run_1/flops_by_reg.png
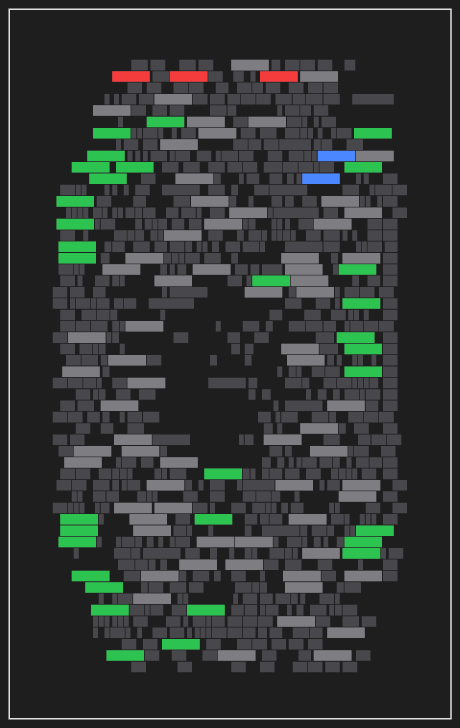
run_1/layer_met1.png
Supply wires on this layer in grey.
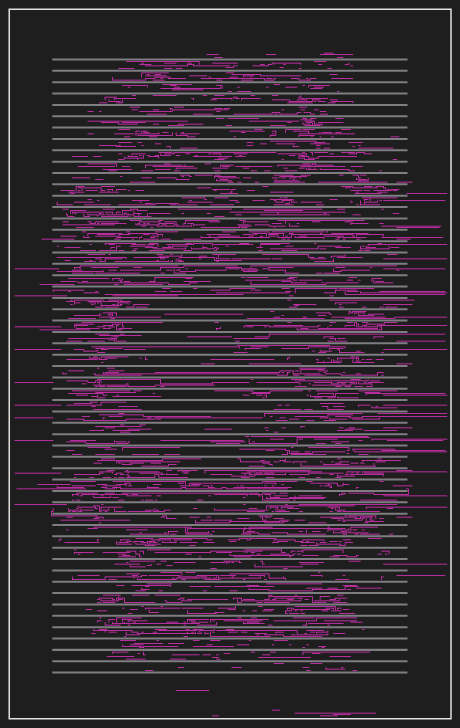
run_1/logic_types.png
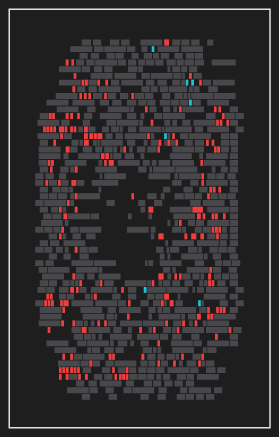
==> config.mk <==
export PLATFORM = sky130hd
export DESIGN_NAME = xcore_bjp_resolve
export DESIGN_NICKNAME = d
export VERILOG_FILES = /design/src/rtl/xcore_bjp_resolve.sv
export SDC_FILE = /design/constraint.sdc
export NUM_CORES = 1
export LEC_CHECK = 0
export CORE_ASPECT_RATIO = 1.75
export CORE_MARGIN = 10
export CORE_UTILIZATION = 40
export DETAILED_ROUTE_END_ITERATION = 10
export GPL_TIMING_DRIVEN = 0
export PLACE_DENSITY = 0.76
export SLEW_MARGIN = 5
export SYNTH_ARGS = -nofsm -noshare
export SYNTH_HDL_FRONTEND = slang
export SYNTH_SLANG_ARGS = --single-unit
==> constraint.sdc <==
create_clock -name i_clk -period 4.6 [get_ports i_clk]
set_input_delay 0.46 -clock i_clk [delete_from_list [all_inputs] [get_ports i_clk]]
set_output_delay 0.46 -clock i_clk [all_outputs]
set_load 0.01 [all_outputs]
==> run summary, run 1 <==
yosys + openroad results -> status completed, post-route ant nets 0, post-CTS sizing 0, Setup crit end kind flop, Mapped Nets 630, top cells by count nand2_1, dfrtp_1, o21ai_0, DP HPWL 16.0 mm, Std-Cell Rows between 50 and 60, GRT Total Usage around 22%, R2R Setup Slk 2360 ps, crit path DRT between 4000 and 5000 ps, Core Util at FP 40.9%, largest net degree at the start of global routing 60, cells in synth_stat.txt between 500 and 600, Post-synth seq share 50.9%, drt pass-1 iters 4, clk buf depth 2, top cells, area dfrtp_1, nand2_1, mux2_2, Sink Count 104, final setup fails 0, routed len/inst 21.5 um, root buffer cell clkbuf_16, fraction of layout cells with a size suffix above 1 10.6%, number of max-cap violations 0, # placed instances 901, Power Total between 3 and 4 mW, Crit-path slowest cell o31ai_4, RSZ-0062 raised after global routing false, CP delay by family, top buffers and inverters, Setup TNS Final 0 ps, Largest stage delay, worst path 620 ps, Worst Reg-to-Reg Cells 6, WP depth 11, Final #Nets 856, minimum clock period after layout roughly 3600 ps, synthesis-to-layout area growth 52.8%, yosys xor share 10.3%, Complex Gates by Area 7.34%, PwrDens 462 nW/um2, fill cell count around 1,100, fin crit share 79.1%, crit start category primary input, TritonCTS clock tree done, hold_buf cts 0, first-pass GRT wire length 29.7 mm, crit path max fanout 10, global placement routability congestion a little under 0.9, I/O Buffers 214, Top cell area share between 50% and 60%, mux frac, synth 10.6%, WS Path Type in2reg, clk slew on worst S/H paths 70 ps, Avg Cell Area, Syn ~9.9 um2, most used cell along the critical path buf_6, CP Data Arrival Time 3870 ps, # IOs 215, Final Hold Vio Count 0, mapped cell area 5120 um2, total CTS buffers 9, Fin Hold WS about 130 ps, Final Max Tran Viols 0, worst slew pin tran 781 ps, post-synth area from yosys stat 5120 um2, grt ovf 0, drc violations 0, Bufs and invs on worst path 4, Cell Type Count 34, vias in the first global route 5,167, die height between 150 and 200 um, Max VDD drop a little over 200 uV, Worst Hold Class in2async, Synth Register Bits 104, vias per cell 5.17, initial antenna violation count 1, clock skew 5.37 ps
About flops_by_reg.png:
| netlist name | colour | sequential cells |
|---|---|---|
| o_bpu_upd_cnt | blue | 2 |
| o_bpu_upd_pc | green | 32 |
| o_bjp_flush_id | red | 3 |
Util after Layout: 62.5%
seq pwr: 1.35 mW

About layer_met1.png:
longest straight run: 42.1 um
wire length on this layer: 7,270 um
main direction: horizontal
share of all routed wire: 37%
final WL: 19.7 mm
met1 usage: 22.3%
routed vias: 4,740

About logic_types.png:
| family | colour | cells | most used |
|---|---|---|---|
| inv cells | cyan | 7 | inv_1 |
| nand cells | red | 178 | nand2_1 |
Comb area share: 30.3%
final cell count without fillers: 917

-- run 1: kinds of logic (layout without fill, tap and decap cells) --
| logic type | count (synthesis) | count (layout) |
|---|---|---|
| and+or+nand+nor | 205 | 205 |
| DFF | 104 | 104 |
| AOI/OAI and AO/OA | 67 | 67 |
| xor gates and xnor gates | 60 | 60 |
| muxes | 48 | 48 |
| buffers and inverters | 32 | 262 |
| adders and majority gates | 2 | 2 |
| other | 0 | 1 |
-- run 1: cell usage in the layout, fill, tap and decap left out, types with 2 or more instances in the layout --
cell,Yosys,final
a21o_1,2,2
a21oi_1,2,2
and3_1,4,4
and4_1,2,2
buf_1,2,2
buf_2,6,6
buf_4,1,2
buf_6,2,2
bufinv_16,0,2
clkbuf_1,14,15
clkbuf_16,0,9
clkdlybuf4s50_1,0,213
dfrtp_1,104,104
ha_1,2,2
inv_1,7,7
mux2_2,48,48
nand2_1,152,152
nand3_1,12,12
nand4_1,12,12
nor2_1,7,7
nor3_1,3,3
nor4_1,8,8
o21ai_0,55,55
o31ai_1,2,2
xnor2_1,13,13
xor2_1,47,47
-- run 1: final cells by class --
class | count | area, um2 | share of cell area (%)
Buffer | 25 | 120 | 1.54
Multi-Input combinational cell | 382 | 2370 | 30.3
Timing Repair Buffer | 215 | 2170 | 27.7
Inverter | 7 | 26.3 | 0.336
Clock buffer | 11 | 243 | 3.11
Antenna cell | 1 | 2.50 | 0.0320
Clock inverter | 4 | 77.6 | 0.992
Sequential cell | 104 | 2600 | 33.3
Tap cell | 168 | 210 | 2.69
-- run 1: where the power goes --
group | internal, mW | switching (mW) | total (mW) | leakage [nW]
clock | 0.492 | 0.344 | 0.836 | 0.156
sequential | 1.20 | 0.155 | 1.35 | 1.27
combinational | 0.790 | 0.635 | 1.42 | 1.92
-- run 1: routing by layer --
| metal | vias up | routed length (um) | GRT usage [%] |
|---|---|---|---|
| met5 | - | 0 | 0 |
| met4 | 0 | 841 | 11.1 |
| met3 | 43 | 1020 | 4.68 |
| met2 | 172 | 10600 | 39.7 |
| met1 | 2329 | 7270 | 22.3 |
| li1 | 2196 | - | - |
-- run 1: metrics by stage --
stage | setup WS (ps) | area [um2]
6_report | 960 | 7820
3_3_place_gp | -832 | 7470
3_5_place_dp | 556 | 7490
5_1_grt | 753 | 7820
4_1_cts | 915 | 7810
2_1_floorplan | 1930 | 5120
run_1/clocks.png
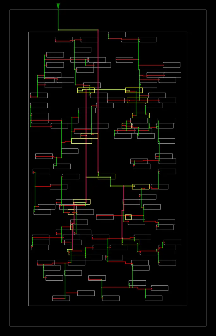

--- run 2 (diff from run 1) ---
==> constraint.sdc (replaced) <==
create_clock -name i_clk -period 3.68 [get_ports i_clk]
set_input_delay 0.368 -clock i_clk [delete_from_list [all_inputs] [get_ports i_clk]]
set_output_delay 0.368 -clock i_clk [all_outputs]
set_load 0.01 [all_outputs]
run_2/clocks.png
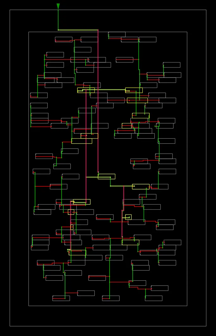
total CTS buffers: 9
Clock Power: 1.05 mW
Late-Pin Clk Latency: 350 ps
Sink Count: 104

==> run summary, run 2 <==
yosys + openroad results -> Avg Cell Area, Syn between 9 and 10 um2, Async SR Flop Fraction 100%, Die W 105 um, Final #Nets 861, Finished Cell Area 7850 um2, crit path DRT 3910 ps, Std-Cell Rows 54, area leader, netlist dfrtp_1, # IOs 215, Setup TNS Final 0 ps, top cells by count nand2_1, dfrtp_1, o21ai_0, routed len/inst 21.4 um, Final Hold Vio Count 0, Chip Area 17,900 um2, R2R Setup Slk 1430 ps, mapped cell area around 5100 um2, fill cell count 1,060, vias per cell just over 5, Cell Type Count 34, EDFF count, synth 0, Slew headroom 47.7%, crit path max fanout 10, count leader, synth nand2_1, first-pass GRT wire length 29.7 mm, OpenROAD warning count 26, root buffer cell clkbuf_16, Storage cell area 2600 um2, fin crit share 90.2%, vias in the first global route 5,167, Post-synth seq share approximately half, PwrDens just under 600 nW/um2, Mapped Nets 630, number of max-cap violations 0, Core Util at FP around 41%, DP HPWL around 16 mm, crit start category primary input, H-tree Lvls 3, post-synth area from yosys stat 5120 um2, Detailed Route Iter0 Violations around 190, Synth Warn # 0, Setup crit end kind flop, clk slew on worst S/H paths 70 ps, core area about 12,000 um2, status completed, I/O Buffers 214, initial antenna violation count 1, clk buf depth 2, Leak about 3.4 nW, cells in synth_stat.txt 518, GRT Total Usage 21.6%, clock skew 5.22 ps, Top cell area share 50.9%, Worst Reg-to-Reg Cells 6, top cells, area dfrtp_1, nand2_1, mux2_2, post-route ant nets 0, RSZ-0062 raised after global routing false, dpl cell area 7490 um2, Crit-path slowest cell clkdlybuf4s50_1, die height ~170 um, Largest stage delay, worst path 560 ps, Max VDD drop 252 uV, CP cell instances clkdlybuf4s50_1 -> nand2_1 -> o211a_1 -> o31ai_4 -> buf_6 -> buf_6 -> ha_1 -> o21ai_1 -> a21oi_2 -> buf_2 -> mux2_2, largest net degree at the start of global routing around 60, fraction of layout cells with a size suffix above 1 between 10 and 15%, TritonCTS clock tree done, routed vias 4,769, Bufs and invs on worst path 4, Worst Hold Class in2async, synthesized instance count a little over 500, CP delay by family, top buffers and inverters, global placement routability congestion 0.886, Fin Hold WS between 30 and 40 ps, worst slew pin tran 781 ps, Fmax roughly 300 MHz, final WL 19.8 mm, synthesis-to-layout area growth 53.5%, WS Path Type in2reg, Logic area roughly 2400 um2, Post-synth top flop dfrtp_1, hold_buf cts 0, minimum clock period after layout between 3000 and 4000 ps, Top cells excl fill/tap clkdlybuf4s50_1, nand2_1, dfrtp_1, drt pass-1 iters 4, drc violations 0, most used cell along the critical path buf_6, WP depth 11, Synth Register Bits approximately 100, CP Data Arrival Time 3550 ps, final setup fails 0, Final Max Tran Viols 0, grt ovf 0
run_2/logic_types.png
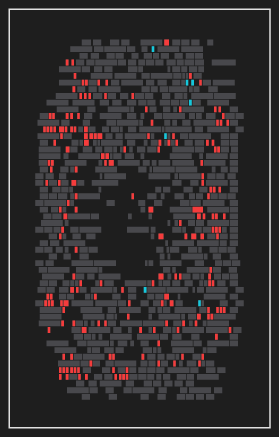
| family | colour | cells | most used |
|---|---|---|---|
| inv cells | cyan | 7 | inv_1 |
| nand cells | red | 178 | nand2_1 |
Comb area share: 30.1%
most used logic cell in the final layout: clkdlybuf4s50_1
final cell count without fillers: 922

[run 2: metal layers]
metal	vias to the layer above	part of all wire [%]	wire length, um	GRT usage, %
met5	-	0	0	0
met4	0	4.0	786	11.1
met3	43	5.4	1070	4.68
met2	178	54	10700	39.7
met1	2339	37	7260	22.3
li1	2209	-	-	-
[run 2: area by class of cell]
cell class | instances | share of cell area (%)
antenna | 1 | 0.0319
inverter | 7 | 0.335
clock buffer | 11 | 3.09
buffer | 25 | 1.53
sequential | 104 | 33.1
multi-input combinational | 382 | 30.1
tap | 168 | 2.68
timing repair buffer | 220 | 28.1
clock inverter | 4 | 0.988
[run 2: cell families after synthesis]
logic type               share of synthesized area [%]
AND/OR/NAND/NOR                                   17.6
XOR/XNOR                                          10.3
AND-OR/OR-AND                                     7.34
multiplexers                                      10.6
adder cells (fa/ha/maj)                          0.489
buffers and inverters                             2.86
flip-flops                                        50.9
[run 2: repair_timing]
item,4_1_cts,5_1_grt
setup endpoints to repair,0,29
buffers inserted,0,5
gates resized,0,0
hold endpoints to repair,0,0
[run 2: worst register-to-register path: stages, from the launching register on]
cell and delay (ps):
dfrtp_1 380, nand2b_1 120, clkbuf_1 280, clkbuf_1 630, clkbuf_1 510, nand2_1 120, o21ai_0 110
[run 2: power breakdown]
part | switching [mW] | internal, mW
Clock | 0.430 | 0.616
Sequential | 0.193 | 1.50
Combinational | 0.797 | 0.994
Total | 1.42 | 3.11
[run 2: metrics by stage]
step	instances	setup slack, ps	util, %	total power, mW
final	922	361	62.8	4.53
after global routing	922	178	62.8	4.74
after CTS	916	86.8	62.5	4.56
after detailed placement	901	-272	59.9	3.52
after global placement	900	-1660	59.7	3.46
after floorplan	518	1100	-	2.34
Power and IR drop assume default switching activity.
